==> config.mk <==
export PLATFORM = sky130hd
export DESIGN_NAME = uart_responder_flat
export DESIGN_NICKNAME = d
export VERILOG_FILES = /design/src/rtl/uart_pkg.sv /design/src/rtl/uart_responder_if.sv /design/src/rtl/uart_rx_deser.sv /design/src/rtl/uart_responder.sv /design/src/flat_wrapper.sv
export SDC_FILE = /design/constraint.sdc
export NUM_CORES = 1
export LEC_CHECK = 0
export CAP_MARGIN = 20
export CORE_AREA = 3 3 89 91
export CTS_CLUSTER_DIAMETER = 60
export CTS_CLUSTER_SIZE = 10
export DETAILED_ROUTE_END_ITERATION = 10
export DIE_AREA = 0 0 92 94
export PLACE_DENSITY = 0.72
export SETUP_SLACK_MARGIN = 0.02
export SYNTH_ARGS = -nofsm -noshare
export SYNTH_HDL_FRONTEND = slang
export SYNTH_SLANG_ARGS = --single-unit
==> constraint.sdc <==
create_clock -name CLK -period 4.1 [get_ports CLK]
set_clock_uncertainty 0.2 [all_clocks]
set_input_delay 0.82 -clock CLK [delete_from_list [all_inputs] [get_ports CLK]]
set_output_delay 0.82 -clock CLK [all_outputs]
set_load 0.02 [all_outputs]
==> src/rtl/uart_pkg.sv <==
// rtl/uart_pkg.sv - shared UART state enums and frame constants
package uart_pkg;

  localparam int DATA_BITS = 8;

  typedef enum logic [1:0] {TX_IDLE, TX_START, TX_DATA, TX_STOP} tx_state_t;
  typedef enum logic [1:0] {RX_IDLE, RX_START, RX_DATA, RX_STOP} rx_state_t;

endpackage

==> src/rtl/uart_responder_if.sv <==
// rtl/uart_responder_if.sv - CPU-side UART strobe bus (rdn/wrn/data/status)
interface uart_responder_if;

  logic        rdn;
  logic        wrn;
  logic [15:0] data_in;
  logic [15:0] data_out;
  logic        data_oe;
  logic        data_ready;
  logic        tbre;
  logic        tsre;

  modport master (
    output rdn, wrn, data_in,
    input  data_out, data_oe, data_ready, tbre, tsre
  );

  modport slave (
    input  rdn, wrn, data_in,
    output data_out, data_oe, data_ready, tbre, tsre
  );

endinterface

==> src/rtl/uart_rx_deser.sv <==
// rtl/uart_rx_deser.sv - RX synchroniser, 8N1 deserialiser, RBR and error flags
// UART_LOOPBACK_EN selects txd (loop_in) instead of the rxd pin as the serial source.
module uart_rx_deser
  import uart_pkg::*;
#(
  parameter int CLKS_PER_BIT = 434
) (
  input  logic       CLK,
  input  logic       RST,
  input  logic       rxd,
  input  logic       loop_in,
  input  logic       rd_release,
  output logic [7:0] rbr,
  output logic       data_ready,
  output logic       rx_overrun,
  output logic       framing_err
);

  localparam int CW = (CLKS_PER_BIT > 1) ? $clog2(CLKS_PER_BIT) : 1;
  localparam logic [CW-1:0] BIT_LAST  = CW'(CLKS_PER_BIT - 1);
  localparam logic [CW-1:0] HALF_LAST = CW'(CLKS_PER_BIT / 2 - 1);

  rx_state_t      state, state_next;
  logic           line_in, sync1, rx_s, rx_prev;
  logic [CW-1:0]  cnt;
  logic [2:0]     idx;
  logic [7:0]     shreg;
  logic           bit_end, byte_done, frame_bad, unused_in;

`ifdef UART_LOOPBACK_EN
  assign line_in   = loop_in;
  assign unused_in = rxd;
`else
  assign line_in   = rxd;
  assign unused_in = loop_in;
`endif

  always_comb begin
    state_next = state;
    bit_end    = (cnt == BIT_LAST);
    byte_done  = 1'b0;
    frame_bad  = 1'b0;
    case (state)
      RX_IDLE:  if (rx_prev && !rx_s) state_next = RX_START;
      // Mid-start-bit check rejects short low glitches
      RX_START: if (cnt == HALF_LAST) state_next = rx_s ? RX_IDLE : RX_DATA;
      RX_DATA:  if (bit_end && idx == 3'(DATA_BITS - 1)) state_next = RX_STOP;
      RX_STOP: begin
        if (bit_end) begin
          state_next = RX_IDLE;
          byte_done  = rx_s;
          frame_bad  = !rx_s;
        end
      end
      default:  state_next = RX_IDLE;
    endcase
  end

  always_ff @(posedge CLK or negedge RST) begin
    if (!RST) state <= RX_IDLE;
    else      state <= state_next;
  end

  always_ff @(posedge CLK or negedge RST) begin
    if (!RST) begin
      sync1       <= 1'b1;
      rx_s        <= 1'b1;
      rx_prev     <= 1'b1;
      cnt         <= '0;
      idx         <= '0;
      shreg       <= '0;
      rbr         <= '0;
      data_ready  <= 1'b0;
      rx_overrun  <= 1'b0;
      framing_err <= 1'b0;
    end else begin
      sync1   <= line_in;
      rx_s    <= sync1;
      rx_prev <= rx_s;

      if (state == RX_IDLE || state_next != state || bit_end) cnt <= '0;
      else                                                    cnt <= cnt + 1'b1;

      if (state == RX_START) idx <= '0;
      else if (state == RX_DATA && bit_end) begin
        idx   <= idx + 1'b1;
        shreg <= {rx_s, shreg[7:1]};
      end

      // A completing byte beats a simultaneous read release
      if (byte_done) begin
        rbr        <= shreg;
        data_ready <= 1'b1;
        if (data_ready) rx_overrun <= 1'b1;
      end else if (rd_release) begin
        data_ready <= 1'b0;
      end

      if (frame_bad) framing_err <= 1'b1;
    end
  end

endmodule

==> src/rtl/uart_responder.sv <==
// rtl/uart_responder.sv - CPU UART device: strobe decode, THR/TX serialiser, bus read
// UART_LOOPBACK_EN (in uart_rx_deser) feeds txd back into the receiver.
module uart_responder
  import uart_pkg::*;
#(
  parameter int CLKS_PER_BIT = 434
) (
  input  logic             CLK,
  input  logic             RST,
  uart_responder_if.slave  bus,
  input  logic             rxd,
  output logic             txd,
  output logic             tx_overrun,
  output logic             rx_overrun,
  output logic             framing_err
);

  localparam int CW = (CLKS_PER_BIT > 1) ? $clog2(CLKS_PER_BIT) : 1;
  localparam logic [CW-1:0] BIT_LAST = CW'(CLKS_PER_BIT - 1);

  tx_state_t     tx_state, tx_next;
  logic          rdn_q, wrn_q, wr_accept, rd_release;
  logic [7:0]    thr, tsr, rbr;
  logic          tbre, tsre, tx_load, tx_bit_end;
  logic [CW-1:0] tx_cnt;
  logic [2:0]    tx_idx;
  logic [15:0]   data_out_q;
  logic          unused_hi;

  assign unused_hi     = ^bus.data_in[15:8];
  assign bus.data_out  = data_out_q;
  assign bus.data_oe   = ~rdn_q;
  assign bus.tbre      = tbre;
  assign bus.tsre      = tsre;

  always_comb begin
    wr_accept  = ~bus.wrn & wrn_q;
    rd_release = bus.rdn & ~rdn_q;
    tx_bit_end = (tx_cnt == BIT_LAST);
    tx_next    = tx_state;
    tx_load    = 1'b0;
    case (tx_state)
      TX_IDLE: begin
        if (!tbre) begin
          tx_load = 1'b1;
          tx_next = TX_START;
        end
      end
      TX_START: if (tx_bit_end) tx_next = TX_DATA;
      TX_DATA:  if (tx_bit_end && tx_idx == 3'(DATA_BITS - 1)) tx_next = TX_STOP;
      TX_STOP: begin
        // Pending THR chains straight into the next start bit
        if (tx_bit_end) begin
          if (!tbre) begin
            tx_load = 1'b1;
            tx_next = TX_START;
          end else begin
            tx_next = TX_IDLE;
          end
        end
      end
      default: tx_next = TX_IDLE;
    endcase
  end

  always_ff @(posedge CLK or negedge RST) begin
    if (!RST) tx_state <= TX_IDLE;
    else      tx_state <= tx_next;
  end

  always_ff @(posedge CLK or negedge RST) begin
    if (!RST) begin
      rdn_q      <= 1'b1;
      wrn_q      <= 1'b1;
      data_out_q <= '0;
      thr        <= '0;
      tsr        <= '0;
      tbre       <= 1'b1;
      tsre       <= 1'b1;
      txd        <= 1'b1;
      tx_cnt     <= '0;
      tx_idx     <= '0;
      tx_overrun <= 1'b0;
    end else begin
      rdn_q      <= bus.rdn;
      wrn_q      <= bus.wrn;
      data_out_q <= {8'h00, rbr};

      // THR is freed by the transfer before a same-cycle write lands in it
      if (tx_load) begin
        tsr <= thr;
        if (wr_accept) thr  <= bus.data_in[7:0];
        else           tbre <= 1'b1;
      end else if (wr_accept) begin
        if (tbre) begin
          thr  <= bus.data_in[7:0];
          tbre <= 1'b0;
        end else begin
          tx_overrun <= 1'b1;
        end
      end

      if (tx_load || tx_bit_end) tx_cnt <= '0;
      else if (tx_state != TX_IDLE) tx_cnt <= tx_cnt + 1'b1;

      if (tx_load) begin
        txd  <= 1'b0;
        tsre <= 1'b0;
      end else if (tx_bit_end) begin
        case (tx_state)
          TX_START: begin
            txd    <= tsr[0];
            tx_idx <= '0;
          end
          TX_DATA: begin
            tx_idx <= tx_idx + 1'b1;
            if (tx_idx == 3'(DATA_BITS - 1)) begin
              txd <= 1'b1;
            end else begin
              txd <= tsr[1];
              tsr <= {1'b0, tsr[7:1]};
            end
          end
          TX_STOP: tsre <= 1'b1;
          default: ;
        endcase
      end
    end
  end

  uart_rx_deser #(.CLKS_PER_BIT(CLKS_PER_BIT)) u_rx (
    .CLK         (CLK),
    .RST         (RST),
    .rxd         (rxd),
    .loop_in     (txd),
    .rd_release  (rd_release),
    .rbr         (rbr),
    .data_ready  (bus.data_ready),
    .rx_overrun  (rx_overrun),
    .framing_err (framing_err)
  );

endmodule
==> src/flat_wrapper.sv <==
// flat-port wrapper written by rule: the top's interface ports become plain ports
module uart_responder_flat import uart_pkg::*;
#(
  parameter int CLKS_PER_BIT = 434
)
  (CLK, RST, rxd, txd, tx_overrun, rx_overrun, framing_err, bus_rdn, bus_wrn, bus_data_in, bus_data_out, bus_data_oe, bus_data_ready, bus_tbre, bus_tsre);
  uart_responder_if bus_i ();
  input  logic CLK;
  input  logic RST;
  input  logic rxd;
  output logic txd;
  output logic tx_overrun;
  output logic rx_overrun;
  output logic framing_err;
  input wire logic [$bits(bus_i.rdn)-1:0] bus_rdn;
  input wire logic [$bits(bus_i.wrn)-1:0] bus_wrn;
  input wire logic [$bits(bus_i.data_in)-1:0] bus_data_in;
  output wire logic [$bits(bus_i.data_out)-1:0] bus_data_out;
  output wire logic [$bits(bus_i.data_oe)-1:0] bus_data_oe;
  output wire logic [$bits(bus_i.data_ready)-1:0] bus_data_ready;
  output wire logic [$bits(bus_i.tbre)-1:0] bus_tbre;
  output wire logic [$bits(bus_i.tsre)-1:0] bus_tsre;
  assign bus_i.rdn = bus_rdn;
  assign bus_i.wrn = bus_wrn;
  assign bus_i.data_in = bus_data_in;
  assign bus_data_out = bus_i.data_out;
  assign bus_data_oe = bus_i.data_oe;
  assign bus_data_ready = bus_i.data_ready;
  assign bus_tbre = bus_i.tbre;
  assign bus_tsre = bus_i.tsre;
  uart_responder #(.CLKS_PER_BIT(CLKS_PER_BIT)) u_core (.CLK(CLK), .RST(RST), .bus(bus_i), .rxd(rxd), .txd(txd), .tx_overrun(tx_overrun), .rx_overrun(rx_overrun), .framing_err(framing_err));
endmodule
Floorplan with the power grid:
Scale bar: 20 um. Pins as bars on the die edge. Tap cells in grey.
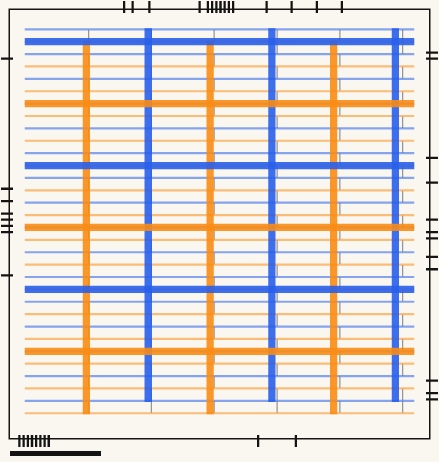
Key: blue = VDD; orange = VSS
99 tap cells. 45 signal pins sit on the boundary. 32 met1 rails follow the rows. 6 straps on met5.

M4 wires:
Cells faint in the background.
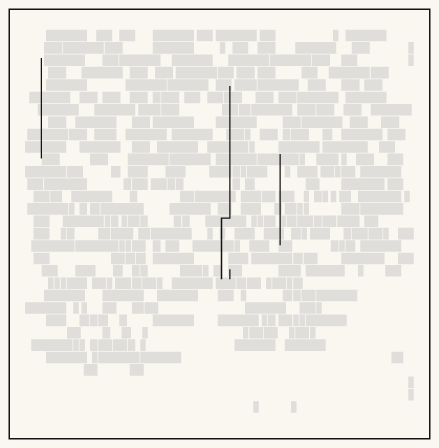
3 nets have wire on it. The layer holds 1.5% of the routed length. The longest straight run is 28.9 um. The wires run mostly vertical.

Routing congestion map:
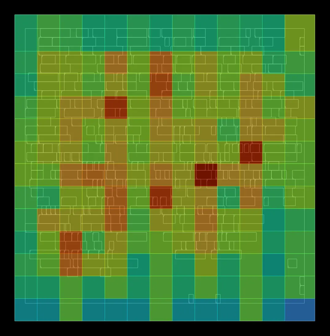
final core utilization: 0.572
layer carrying the most global-route usage: met2
M3 GR Usage: 0.0625
M1 GR Usage: 0.182
overall global routing resource usage: 0.149

Wiring by layer:
Two of the layers only.
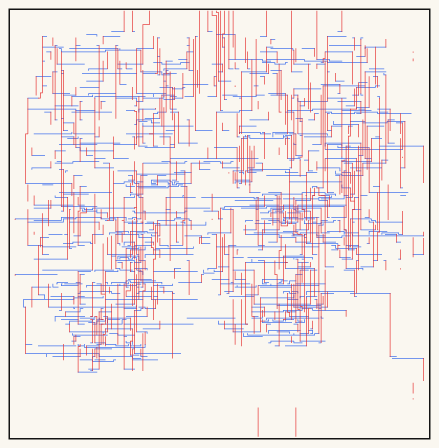
Key: red = met2 [wire length 2830 um]; blue = met1 [wire length 2660 um]

==> flow_summary.yaml <==
# generated from flow reports
synthesis:
  topCombFamilyByArea: "multiplexers"
  ys_area_sq_um: 3610
  yosys.area.top_type_share: 0.499
  top_area_cell: "dfrtp_1"
  synth.distinct_cells: 47
  common_cells: "dfrtp_1 (72), mux2_2 (39), nor2_1 (30), ha_1 (14), inv_1 (14)"
  ys_ff: 80
  ys_sh_adder: 0.0486
  edf_count: 0
  postSynthAreaPerCell_sq_um: 12.3
  ys_sh_aoi: 0.0673
  yosysMostFrequentCell: "dfrtp_1"
  synthSimpleGateAreaFrac: 0.117
routing:
  drtIter0Drc: 80
  wl_met3_um: 255
  via_per_inst: 5.16
  wl_per_cell_um: 13.6
  postRouteAntennaNets: 0
  drt-met1-wl_um: 2660
  first_pass_iters: 4
  drt-total-wl_um: 5840
place:
  hpwl_um: 3940
  dp_slack_ns: 1.45
  place_congestion: 0.794
  placed_cell_area_sq_um: 3950
clock_network:
  cts_tree: "yes"
  clockRootBuffer: "clkbuf_8"
  path_clk_slew_ns: 0.09
  cts_resized: 0
  cts_max_path_buffers: 2
  clock-sinks: 80
  htreeDepth: 3
  numCtsBuffers: 9
sta:
  hold_viol: 0
  drv_slew: 0
  setup_slack_ns: 1.48
  finalCriticalPeriod_ns: 2.62
  setup_viol: 0
  tightest_slew_ns: 0.972
  fin_crit_sh: 0.639
  max_freq_mhz: 382
power:
  maxPowerGroup: "registers"
  cellPowerDensity_nw_per_um2: 372
  ir_drop_mv: 0.214
  p_int_mw: 1.13
  p_seq_uw: 875
  p_sw_frac: 0.267
  clockPowerShare: 0.338
  powerClk_uw: 519
  p_comb_frac: 0.092
floorplan:
  fp-utilization: 0.500
  chipArea_sq_um: 8650
  taps: 99
  io_pins: 45
  rows: 31
  die_w_um: 92
cells_and_area:
  comb_share: 0.359
  final_cell_count_no_fill: 428
  seq_cells: 80
  layout-drive-gt1-share: 0.219
  nonClockInverterCount: 14
  signal_buffers: 28
  logic_area_sq_um: 1480
  area_growth_pct: 14.3
  fillers: 608
  dominant_cells: "flip-flops and latches"
  clock_buffers: 9
  seq_area_frac: 0.488
  seqCellArea_sq_um: 2010
  mostFrequentLayoutCell: "dfrtp_1"
grt:
  grtUsageMet2: 0.240
  grt_pass1_vias: 2218
  grt_overflow: 0
  antenna_found_initial: 0
setup_path:
  cp_slowest_cell: "dfstp_2"
  arrival_ns: 1.60
  end_kind: "output pin"
  reg2reg_slack_ns: 1.55
  path_buffers: 1
  max_stage_delay_ns: 0.63
  crit_fanout: 10
  path_cells: "clkdlybuf4s50_1"
  critical_path.top_delay_family: "flip-flops"
run_status:
  outcome: "finished clean"
hold_path:
  hp-class: "reg -> reg"
flow_run:
  max_cap_viol_count: 0
## sequential cells by signal (all words and copies together) (netlist names), 3 cells and up
register / cells
u_core.tx_idx: 3
u_core.u_rx.shreg: 8
u_core.tx_cnt: 9
u_core.u_rx.rbr: 8
u_core.tsr: 8
u_core.u_rx.cnt: 9
u_core.bus.data_out: 8
u_core.u_rx.idx: 3
u_core.thr: 8
## path summary, 6_finish.rpt
check	cells past startpoint	end	from
min in group asynchronous	1	u_core.tx_cnt[7]	RST
setup / recovery	1	bus_tbre	u_core.bus.tbre
setup reg to reg	5	u_core.thr[5]	u_core.tx_state[1]
hold reg to reg	0	u_core.u_rx.rx_s	u_core.u_rx.sync1
max in group asynchronous	1	u_core.tx_idx[1]	RST
hold / removal	0	u_core.u_rx.rx_s	u_core.u_rx.sync1
Power is estimated from default activity; no workload was simulated.
